M2 wires:
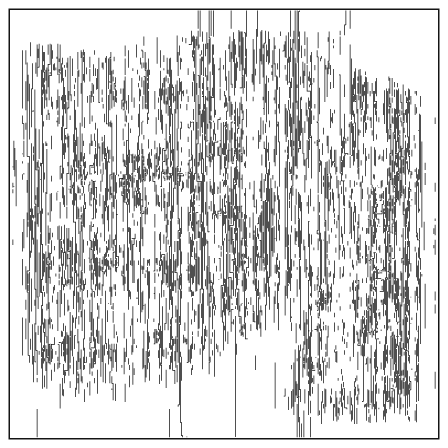
Met3 routing:
Bar = 50 um. Cells faint in the background.
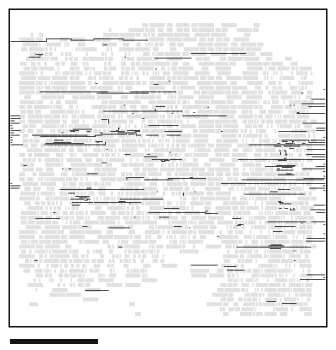
Metal 4:
Supply wires on this layer in gray. Cells faint in the background.
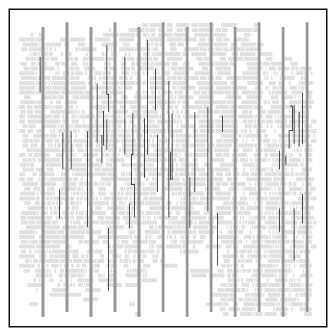
M1 wires:
Supply wires on this layer in gray.
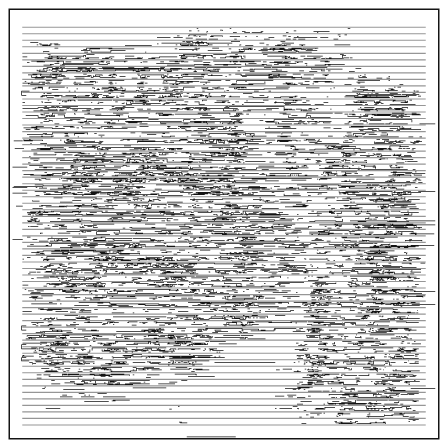
### config.mk
export PLATFORM = sky130hd
export DESIGN_NAME = saw_voice_scheduler
export DESIGN_NICKNAME = d
export VERILOG_FILES = /design/src/rtl/saw_voice_scheduler.sv
export SDC_FILE = /design/constraint.sdc
export NUM_CORES = 1
export LEC_CHECK = 0
export ABC_CLOCK_PERIOD_IN_PS = 15800
export CORE_MARGIN = 5
export CORE_UTILIZATION = 60
export DETAILED_ROUTE_END_ITERATION = 8
export HOLD_SLACK_MARGIN = 0.08
export PLACE_DENSITY = 0.79
export SYNTH_ARGS = -nofsm -noshare
export SYNTH_HDL_FRONTEND = slang
export SYNTH_SLANG_ARGS = --single-unit
### constraint.sdc
create_clock -name clk -period 15.8 [get_ports clk]
set_clock_uncertainty 0.15 [all_clocks]
set_input_delay 2.37 -clock clk [delete_from_list [all_inputs] [get_ports clk]]
set_output_delay 2.37 -clock clk [all_outputs]
set_load 0.03 [all_outputs]
### src/rtl/saw_voice_scheduler.sv
// Time-shares one registered saw LUT across NUM_CH phase-accumulator voices,
// scanning every voice once per sample_tick and emitting volume-scaled samples.
module saw_voice_scheduler #(
    parameter int unsigned NUM_CH  = 4,
    parameter int unsigned PHASE_W = 24
) (
    input  logic                      clk,
    input  logic                      rst_n,
    input  logic                      sample_tick,
    input  logic                      cfg_we,
    input  logic [$clog2(NUM_CH)-1:0] cfg_ch,
    input  logic [15:0]               cfg_inc,
    input  logic [7:0]                cfg_vol,
    input  logic                      cfg_phase_clr,
    output logic [8:0]                lut_addr,
    input  logic [15:0]               lut_data,
    output logic [15:0]               smp_data,
    output logic [$clog2(NUM_CH)-1:0] smp_ch,
    output logic                      smp_valid,
    output logic                      busy,
    output logic                      overrun
);

    localparam int unsigned CH_W  = $clog2(NUM_CH);
    localparam int unsigned LUT_W = 9;

    typedef enum logic [1:0] {IDLE, SCAN, DRAIN} state_t;

    state_t              state;
    logic [CH_W-1:0]     ch;
    logic                drain_cnt;

    logic [PHASE_W-1:0]  phase [NUM_CH];
    logic [PHASE_W-1:0]  inc   [NUM_CH];
    logic [7:0]          vol   [NUM_CH];

    logic                v1, v2;
    logic [CH_W-1:0]     ch1, ch2;
    logic [7:0]          vol1, vol2;

    logic                issue_c;
    logic signed [24:0]  prod_c;

    assign issue_c = (state == SCAN);
    assign prod_c  = 25'($signed(lut_data)) * 25'($signed({1'b0, vol2}));

    // Scan sequencer: IDLE -> SCAN (one voice per cycle) -> DRAIN (2 cycles) -> IDLE
    always_ff @(posedge clk or negedge rst_n) begin
        if (!rst_n) begin
            state     <= IDLE;
            ch        <= '0;
            drain_cnt <= 1'b0;
            busy      <= 1'b0;
            overrun   <= 1'b0;
            lut_addr  <= '0;
        end else begin
            overrun <= sample_tick && (state != IDLE);
            case (state)
                IDLE: begin
                    if (sample_tick) begin
                        state <= SCAN;
                        ch    <= '0;
                        busy  <= 1'b1;
                    end
                end
                SCAN: begin
                    lut_addr <= phase[ch][PHASE_W-1 -: LUT_W];
                    ch       <= ch + 1'b1;
                    if (ch == CH_W'(NUM_CH - 1)) begin
                        state     <= DRAIN;
                        drain_cnt <= 1'b0;
                    end
                end
                DRAIN: begin
                    if (drain_cnt) begin
                        state <= IDLE;
                        busy  <= 1'b0;
                    end
                    drain_cnt <= 1'b1;
                end
                default: begin
                    state <= IDLE;
                    busy  <= 1'b0;
                end
            endcase
        end
    end

    // Voice registers; a phase clear on the voice being issued beats its accumulate
    always_ff @(posedge clk or negedge rst_n) begin
        if (!rst_n) begin
            for (int i = 0; i < NUM_CH; i++) begin
                phase[i] <= '0;
                inc[i]   <= '0;
                vol[i]   <= '0;
            end
        end else begin
            for (int i = 0; i < NUM_CH; i++) begin
                if (cfg_we && (cfg_ch == CH_W'(i))) begin
                    inc[i] <= PHASE_W'(cfg_inc);
                    vol[i] <= cfg_vol;
                end
                if (cfg_we && cfg_phase_clr && (cfg_ch == CH_W'(i))) begin
                    phase[i] <= '0;
                end else if (issue_c && (ch == CH_W'(i))) begin
                    phase[i] <= phase[i] + inc[i];
                end
            end
        end
    end

    // Two-stage carry of voice index and volume to meet the LUT read latency
    always_ff @(posedge clk or negedge rst_n) begin
        if (!rst_n) begin
            v1        <= 1'b0;
            v2        <= 1'b0;
            ch1       <= '0;
            ch2       <= '0;
            vol1      <= '0;
            vol2      <= '0;
            smp_valid <= 1'b0;
            smp_data  <= '0;
            smp_ch    <= '0;
        end else begin
            v1 <= issue_c;
            if (issue_c) begin
                ch1  <= ch;
                vol1 <= vol[ch];
            end
            v2        <= v1;
            ch2       <= ch1;
            vol2      <= vol1;
            smp_valid <= v2;
            if (v2) begin
                smp_data <= 16'(prod_c >>> 8);
                smp_ch   <= ch2;
            end
        end
    end

endmodule

==> flow report <==
============================================================================================
Status                                                                          finished clean
Post-route setup TNS                                                                    0 ns
Hold-fix buffers, CTS                                                                      0
Top post-synthesis cells by area                                                dfrtp_1, fa_1, mux2_2
Async set-reset flop share out of synthesis                                             100%
Min Hold Slack                                                                      0.224 ns
Worst Path Max Fanout                                                                      8
Width of the die                                                                      179 um
Bufs on Longest Clock Path                                                                 3
Post-placement cell count                                                               2058
Global-route wire length before repair                                               61.8 mm
Clock edge transition at the registers on the reported setup and hold paths          0.06 ns
Largest type area fraction                                                             36.6%
Minimum clock period after layout                                                    7.16 ns
Fillcell total                                                                          2081
Mux share                                                                              11.1%
Number of placement rows                                                                  61
Max capacitance violation total                                                            0
Overflow left after global routing                                                         0
Floorplan net count                                                                     1904
Highest attainable clock frequency                                                   140 MHz
Proportion of synthesized chip area in sequential cells                                36.6%
Storage element area                                                            0.00623 mm^2
Buffers added on ports                                                                    76
Buffers inserted during post-CTS setup optimization                                        0
Post-synthesis instance area                                                     0.0170 mm^2
Library cell with the largest summed area after synthesis                            dfrtp_1
Post-CTS resize count                                                                      0
Worst setup path startpoint                                                      lut_data[9]
Root buffer selected by CTS                                                        clkbuf_16
Tightest Pin Transition                                                             0.932 ns
Warnings from Yosys                                                                        0
Pin count of the biggest net entering global routing                                     104
Dominant non-sequential cell family after synthesis                              adder cells
Number of buffers created by CTS                                                          26
Post-route DRC violation count                                                             0
Initial drt markers                                                                      626
Number of standard cells after synthesis                                                1643
Chip area from the yosys synthesis statistics                                    0.0170 mm^2
Vias in the first global route                                                         12583
Final Max Slew Viols                                                                       0
Hold Vio Cnt, Final                                                                        0
DP Wirelength                                                                        27.4 mm
Via density per instance                                                                5.78
Clock sink total                                                                         249
Endpoint class of the critical path                                                 register
I/O Pins                                                                                  77
Type of the worst setup path                                                       in -> reg
Gate Area                                                                        0.0100 mm^2
Detail Route Antenna Nets                                                                  0
Min-Delay Path Class                                                              reg -> reg
Final-report setup violation count                                                         0
Proportion of layout cells with a drive suffix above 1                                 12.5%
Register bit count reported by yosys                                                     249
Most frequent cells in the layout                                               dfrtp_1, nand2_1, inv_1, mux2_2, ha_1
Worst setup path end                                                            smp_data[13]$_DFFE_PN0P_
Clock tree from TritonCTS                                                                yes
Area growth, synth to finish                                                           11.7%
Worst R2R Start                                                                 vol2[0]$_DFF_PN0_
Normalized max-slew margin                                                             37.9%
Count of tool warnings                                                                    31
Ys cells                                                                                1643
Total Die Area                                                                   0.0319 mm^2
Mean instance size in the synthesized netlist                                      10.4 um^2
Basic-gate share of the synthesized area counting and, or, nand and nor cells          12.0%
Xor and xnor fraction of the mapped netlist area                                       4.57%
Area fraction in compound gates after synthesis                                        10.8%
H-tree levels                                                                              1
Diodes inserted                                                                            0
Signal arrival time at the worst endpoint                                            7.42 ns
Flip-flops with a built-in enable                                                          0
CORE AREA                                                                        0.0279 mm^2
Most common cell after layout, fill and taps aside                                   dfrtp_1
Clk Latency, worst-skew pair                                                         0.54 ns
Overall fraction of global-route tracks in use                                         23.8%
Number of unique standard cell types used by synthesis                                    71
============================================================================================
Notes on 'M2 wires' above:
- share of all routed wire: 51%
- wire length on this layer: 18600 um
- main direction: vertical
- nets with wire on the layer: 1712
fraction of met2 tracks used by global routing: 42.2%
total vias in the final route: 12158
total detailed-routing wirelength: 36.7 mm

Notes on 'met3 routing' above:
- wire length on this layer: 1760 um
- share of all routed wire: 4.8%
- nets with wire on the layer: 143
met3 GRT Util: 3.33%

Notes on 'metal 4' above:
- wire length on this layer: 1040 um
- share of all routed wire: 2.8%
- main direction: vertical
- longest straight run: 76.8 um

Notes on 'M1 wires' above:
- wire length on this layer: 15300 um
- longest straight run: 35.9 um
- main direction: horizontal

metrics by stage:
stage | util, % | area (um^2)
final | 68.2 | 19000
after global routing | 68.2 | 19000
after global placement | 65.1 | 18200
after detailed placement | 65.1 | 18200
after floorplan | - | 17000
after CTS | 68.2 | 19000
critical path, stage by stage:
cell	delay, ns
clkdlybuf4s50_1	0.61
nand2_1	0.12
fa_1	0.56
inv_1	0.06
fa_1	0.49
fa_1	0.55
inv_1	0.05
fa_1	0.48
inv_1	0.04
ha_1	0.32
a21o_1	0.21
a21o_1	0.19
a21oi_2	0.14
o22ai_2	0.14
o31a_1	0.35
a221o_1	0.32
xor2_1	0.15
mux2_2	0.26
cells by family (layout without fill, tap and decap cells):
group,count (synthesis),in the layout
XOR/XNOR,89,89
AND/OR/NAND/NOR,438,438
AND-OR/OR-AND,287,287
multiplexers,151,151
buffers and inverters,215,296
adder cells (fa/ha/maj),214,214
flip-flops,249,249
cell usage after synthesis (3+ instances only):
cell / count
nor3_1: 11
o21a_1: 15
nand2b_1: 7
or2_2: 3
o21bai_1: 7
o21ai_0: 49
nor4_1: 3
mux2i_1: 3
inv_1: 163
xor2_1: 37
o211ai_1: 9
mux4_2: 17
and3_1: 13
dfrtp_1: 249
a21o_1: 28
ha_1: 111
a21boi_0: 4
nor2_1: 87
buf_1: 5
nand2_1: 185
o31ai_1: 4
fa_1: 103
nand3_1: 23
xnor2_1: 52
nand4_1: 13
or3_1: 12
nor2b_1: 5
a21oi_1: 103
a211oi_1: 22
and2_1: 65
clkbuf_1: 45
mux2_2: 131
a31oi_1: 8
cell type report:
type	count	share of cell area (%)
Timing Repair Buffer	89	4.53
Clock buffer	37	3.95
Sequential cell	249	32.7
Multi-Input combinational cell	1179	52.6
Tap cell	378	2.48
Clock inverter	7	0.526
Inverter	163	3.21
registers in the layout, indices dropped and copies added (netlist names):
name and count:
busy 1, ch 2, ch1 2, ch2 2
drain_cnt 1, inc 64, lut_addr 9, overrun 1
phase 96, smp_ch 2, smp_data 16, smp_valid 1
state 2, v1 1, v2 1, vol 32
vol1 8, vol2 8
worst min path at each step:
stage / to / slack, ns
final: vol2[5]$_DFF_PN0_ / 0.22
after global routing: vol2[3]$_DFF_PN0_ / 0.24
after CTS: vol2[0]$_DFF_PN0_ / 0.23
after detailed placement: v2$_DFF_PN0_ / 0.21
after global placement: v2$_DFF_PN0_ / 0.18
after floorplan: v2$_DFF_PN0_ / 0.18
per-layer routing:
metal / track usage (%) / vias to the layer above / share of wire, %
met5: 0 / - / 0
met4: 6.65 / 0 / 2.8
met3: 3.33 / 80 / 4.8
met2: 42.2 / 314 / 51
met1: 30.6 / 6051 / 42
li1: - / 5713 / -
